==> images/clk_routes.png <==
Bar = 20 µm.
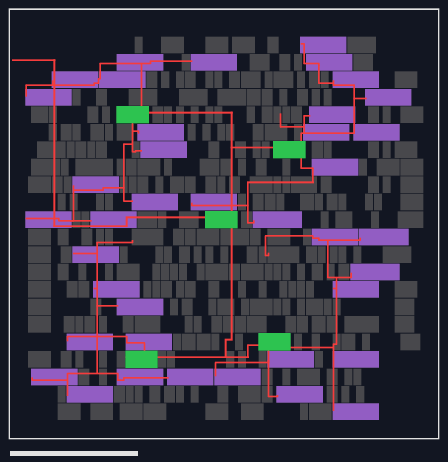
==> images/power_grid.png <==
Bar = 20 µm. Pins as bars on the die edge.
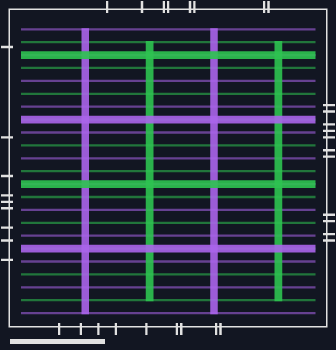
==> images/clocks.png <==
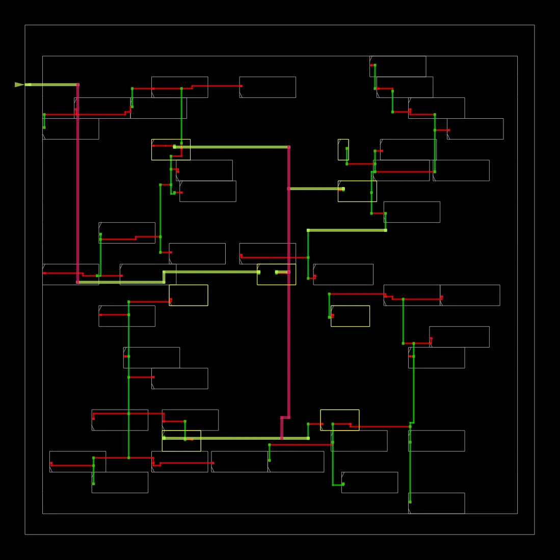
==> images/wires.png <==
Bar = 20 µm.
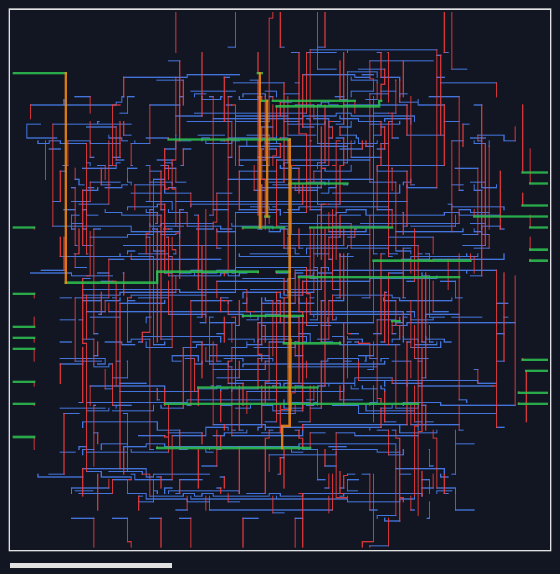
===== src/rtl/truth_table_sweep_ctrl.sv =====
// ---------------------------------------------------------------------------
// truth_table_sweep_ctrl
//
// Purpose:
//   Walks a 4-input combinational DUT through all 16 input vectors and
//   compares its output against a golden 16-entry truth table. Each vector is
//   held for SETTLE cycles (DRIVE) and then sampled for one cycle (SAMPLE).
//   The block counts mismatches and records the first failing vector. It
//   raises a one-cycle done pulse with a pass/fail verdict at the end.
//
// Parameters:
//   SETTLE      cycles each vector is held before dut_f is sampled (1..15)
//
// Ports:
//   clk         clock, rising edge
//   rst         synchronous, active-high reset
//   start       sweep request (accepted only in IDLE)
//   expected    golden truth table, bit i = expected F for vector i
//   dut_f       output F of the DUT under test
//   vec         DUT input vector {A,B,C,D}, A = vec[3]
//   busy        high while the sweep is in DRIVE or SAMPLE
//   done        one-cycle pulse in the DONE state
//   pass        last sweep finished with zero mismatches
//   err_count   mismatch count of the last or current sweep (0..16)
//   first_fail  first mismatching vector (0 when fail_valid = 0)
//   fail_valid  first_fail holds a valid vector
// ---------------------------------------------------------------------------
module truth_table_sweep_ctrl #(
  parameter int unsigned SETTLE = 1
) (
  input  logic        clk,
  input  logic        rst,
  input  logic        start,
  input  logic [15:0] expected,
  input  logic        dut_f,
  output logic [3:0]  vec,
  output logic        busy,
  output logic        done,
  output logic        pass,
  output logic [4:0]  err_count,
  output logic [3:0]  first_fail,
  output logic        fail_valid
);

  // The settle counter counts down from SETTLE-1 to 0, which gives exactly
  // SETTLE cycles in DRIVE.
  localparam logic [3:0] SETTLE_LOAD = 4'(SETTLE - 1);

  typedef enum logic [1:0] {
    IDLE,
    DRIVE,
    SAMPLE,
    DONE
  } state_t;

  state_t      r_state;
  logic [15:0] r_expected;
  logic [3:0]  r_settle;
  logic [3:0]  r_vec;
  logic        r_busy;
  logic        r_done;
  logic        r_pass;
  logic [4:0]  r_err_count;
  logic [3:0]  r_first_fail;
  logic        r_fail_valid;

  logic        w_mismatch;
  logic [4:0]  w_err_next;

  assign w_mismatch = (dut_f != r_expected[r_vec]);

  // At most 16 samples occur per sweep, so the count cannot exceed 16.
  // The saturation guard keeps it bounded even if that ever changes.
  assign w_err_next = (w_mismatch && (r_err_count != 5'd16)) ?
                      (r_err_count + 5'd1) : r_err_count;

  always_ff @(posedge clk) begin
    if (rst) begin
      r_state      <= IDLE;
      r_expected   <= '0;
      r_settle     <= '0;
      r_vec        <= '0;
      r_busy       <= 1'b0;
      r_done       <= 1'b0;
      r_pass       <= 1'b0;
      r_err_count  <= '0;
      r_first_fail <= '0;
      r_fail_valid <= 1'b0;
    end else begin
      r_done <= 1'b0;
      case (r_state)
        IDLE: begin
          if (start) begin
            r_expected   <= expected;
            r_err_count  <= '0;
            r_first_fail <= '0;
            r_fail_valid <= 1'b0;
            r_pass       <= 1'b0;
            r_vec        <= '0;
            r_settle     <= SETTLE_LOAD;
            r_busy       <= 1'b1;
            r_state      <= DRIVE;
          end
        end

        DRIVE: begin
          if (r_settle == 4'd0) begin
            r_state <= SAMPLE;
          end else begin
            r_settle <= r_settle - 4'd1;
          end
        end

        SAMPLE: begin
          r_err_count <= w_err_next;
          if (w_mismatch && !r_fail_valid) begin
            r_first_fail <= r_vec;
            r_fail_valid <= 1'b1;
          end
          if (r_vec == 4'd15) begin
            // The verdict is computed from the count that includes this final
            // sample, so pass is already valid alongside the done pulse.
            r_pass  <= (w_err_next == 5'd0);
            r_busy  <= 1'b0;
            r_done  <= 1'b1;
            r_state <= DONE;
          end else begin
            r_vec    <= r_vec + 4'd1;
            r_settle <= SETTLE_LOAD;
            r_state  <= DRIVE;
          end
        end

        DONE: begin
          r_vec   <= '0;
          r_state <= IDLE;
        end

        default: begin
          r_state <= IDLE;
        end
      endcase
    end
  end

  assign vec        = r_vec;
  assign busy       = r_busy;
  assign done       = r_done;
  assign pass       = r_pass;
  assign err_count  = r_err_count;
  assign first_fail = r_first_fail;
  assign fail_valid = r_fail_valid;

endmodule


===== config.mk =====
export PLATFORM = sky130hd
export DESIGN_NAME = truth_table_sweep_ctrl
export DESIGN_NICKNAME = d
export VERILOG_FILES = /design/src/rtl/truth_table_sweep_ctrl.sv
export SDC_FILE = /design/constraint.sdc
export NUM_CORES = 1
export LEC_CHECK = 0
export ABC_AREA = 1
export CAP_MARGIN = 20
export CORE_MARGIN = 2
export CORE_UTILIZATION = 52
export CTS_CLUSTER_DIAMETER = 150
export CTS_CLUSTER_SIZE = 20
export DETAILED_ROUTE_END_ITERATION = 12
export GPL_TIMING_DRIVEN = 0
export PLACE_DENSITY = 0.78
export SLEW_MARGIN = 20
export SYNTH_ARGS = -nofsm -noshare
export SYNTH_HDL_FRONTEND = slang
export SYNTH_SLANG_ARGS = --single-unit

===== constraint.sdc =====
create_clock -name clk -period 2 [get_ports clk]
set_clock_uncertainty 0.05 [all_clocks]
set_input_delay 0.6 -clock clk [delete_from_list [all_inputs] [get_ports clk]]
set_output_delay 0.6 -clock clk [all_outputs]
set_load 0.02 [all_outputs]

==> results_tabular.tex <==
% Synthesis and place-and-route results
\begin{tabular}{lr}
\hline
Metric & Value \\
\hline
\multicolumn{2}{l}{\textbf{Run status}} \\
\quad Status & finished, final reports clean \\
\multicolumn{2}{l}{\textbf{Synthesis}} \\
\quad Top cell type by instance count after synthesis & sky130\_fd\_sc\_hd\_\_nand2\_1 \\
\quad Yosys Instances & roughly 300 \\
\quad Count of flip-flops with a built-in enable after synthesis & 0 \\
\quad Mean cell area of the mapped netlist & 6.87 µm² \\
\quad Cell count after synthesis & 297 \\
\quad Synthesized netlist net count & 322 \\
\quad Proportion of synthesized chip area in sequential cells & 0.383 \\
\quad Area leader, netlist & sky130\_fd\_sc\_hd\_\_dfxtp\_1 \\
\quad Fraction of post-synthesis cell area in the top cell type by area & 0.383 \\
\multicolumn{2}{l}{\textbf{Floorplan}} \\
\quad Initial core utilization & 0.549 \\
\quad Area enclosed by the die boundary & 0.00444 mm² \\
\quad Ports & 37 \\
\multicolumn{2}{l}{\textbf{Drt}} \\
\quad Top routing layer used & met4 \\
\quad Vias/cell & 5.22 \\
\quad Met1 Wirelength & 2.26 mm \\
\quad DRT Pass-1 Iters & 4 \\
\multicolumn{2}{l}{\textbf{Global route}} \\
\quad Pin count of the biggest net entering global routing & 12 \\
\quad Global-route wire length before repair & 7.84 mm \\
\quad Sum of overflow across all layers after global routing & 0 \\
\multicolumn{2}{l}{\textbf{Power}} \\
\quad Leakage & 1.13 nW \\
\quad Peak supply drop & 0.000614 V \\
\multicolumn{2}{l}{\textbf{CTS}} \\
\quad CTS tree & built \\
\quad Clock Tree Root & sky130\_fd\_sc\_hd\_\_clkbuf\_8 \\
\multicolumn{2}{l}{\textbf{Flow run}} \\
\quad Max-cap violations & 0 \\
\quad Total tool warning count & 29 \\
\multicolumn{2}{l}{\textbf{Worst setup path}} \\
\quad Critical path fanouts, max & 3 \\
\quad Cell-by-cell trace of the critical path & clkdlybuf4s50\_1 \\
\quad Top Family by Delay on Critical Path & buffers and inverters \\
\multicolumn{2}{l}{\textbf{Final layout}} \\
\quad Final core utilization & 0.693 \\
\quad Cell area after layout & $\sim$0.0026 mm² \\
\quad Net total in the final layout & 364 \\
\quad Share of post-route cells with drive strength above 1 & 0.112 \\
\multicolumn{2}{l}{\textbf{Place}} \\
\quad Estimated wirelength of the detail-placed design & 3.53 mm \\
\multicolumn{2}{l}{\textbf{Final timing}} \\
\quad Peak Freq & 0.513 GHz \\
\quad Endpoints failing setup & 0 \\
\quad RSZ-0062 raised after global routing & yes \\
\hline
\end{tabular}
Back to the opening pictures, clk_routes.png:
Red is clock wires, length 471 µm. Purple is flip-flops, count 39. Green is clock drivers, count 5.
Position of the flops: all over the die. There are 6 routed clock nets.
clock latency of the later-clocked register in the worst-skew pair: 0.29 ns
share of power burned in the clock network: 0.247

Back to the opening pictures, power_grid.png:
Green is VDD. Purple is VSS.
23 met1 rails follow the rows. The core has 22 rows. 4 straps on met4. 37 signal pins sit on the boundary. 4 straps on met5.

Back to the opening pictures, clocks.png:
number of buffers added by the clock tree synthesis step: 5
CLK BUF: 8

Back to the opening pictures, wires.png:
Orange is metal 4, wire length 98.2 µm. Red is metal 2, wire length 2100 µm. Green is metal 3, wire length 263 µm. Blue is metal 1, wire length 2260 µm.
Routed WL: 4.72 mm
routed length per placed instance: 12.2 µm
combined global-route utilization of all metal layers: 0.234
count of vias placed by the detailed router: 2025

where the power goes:
group | switching (W) | total (W) | leakage (nW) | internal (W)
sequential | 0.0000870 | 0.000974 | 0.321 | 0.000887
combinational | 0.000510 | 0.000817 | 0.757 | 0.000307
clock | 0.000271 | 0.000586 | 0.0515 | 0.000315
per-stage QoR:
step	hold WS [ns]	instances	setup WS, ns
global placement	0.398	380	-0.349
detailed placement	0.401	380	-0.398
finish	0.414	388	0.0521
floorplan	0.390	297	0.230
global route	0.425	388	-0.0309
CTS	0.412	388	0.0112
layout by cell type (no fill, tap or decap), drive strengths merged:
master,Yosys,layout
a211oi,3,3
a21oi,21,21
buf,3,3
clkbuf,6,14
clkdlybuf4s50,0,28
dfxtp,39,39
dlygate4sd2,0,5
dlymetal6s2s,0,2
ha,5,5
inv,31,31
nand2,72,72
nand3,38,38
nand3b,1,1
nand4,1,1
nor2,42,42
nor3,9,9
nor3b,1,1
nor4,1,1
o21ai,22,22
xor2,2,2
flip-flops by register name, indices dropped and copies added (netlist names):
register,count
done,1
r_expected,16
first_fail,4
r_settle,4
fail_valid,1
vec,4
busy,1
r_state,2
pass,1
err_count,5
cell type report:
type | instances | area (µm²) | area share
timing repair buffer | 35 | 349 | 0.136
clock buffer | 8 | 100 | 0.0389
tap | 48 | 60.1 | 0.0233
inverter | 31 | 119 | 0.0461
sequential | 39 | 785 | 0.305
multi-input combinational | 218 | 1110 | 0.430
buffer | 9 | 56.3 | 0.0219
final timing paths:
kind | start | endpoint | slack [ns] | cells past startpoint
worst max-delay path | fail_valid | fail_valid | 0.05 | 1
worst max register to register | vec[0] | pass | 0.13 | 12
worst min-delay path | first_fail[0] | first_fail[0] | 0.41 | 2
worst min register to register | first_fail[0] | first_fail[0] | 0.41 | 2
what timing repair did:
action | 4_1_cts | 5_1_grt
endpoints found under the setup margin | 13 | 12
pin swaps | 0 | 2
gates cloned | 0 | 0
resized | 9 | 8
per-layer routing:
metal	track usage	vias to the layer above
li1	-	1046
met1	0.314	918
met2	0.355	51
met3	0.0625	10
met4	0.0969	0
met5	0	-
cell families after synthesis:
| family | Yosys count | synth area share |
|---|---|---|
| AND-OR/OR-AND | 46 | 0.120 |
| XOR/XNOR | 2 | 0.00859 |
| adder cells (fa/ha/maj) | 5 | 0.0307 |
| buffers and inverters | 40 | 0.0859 |
| flip-flops | 39 | 0.383 |
| AND/OR/NAND/NOR | 165 | 0.372 |
Power and IR drop assume default switching activity.
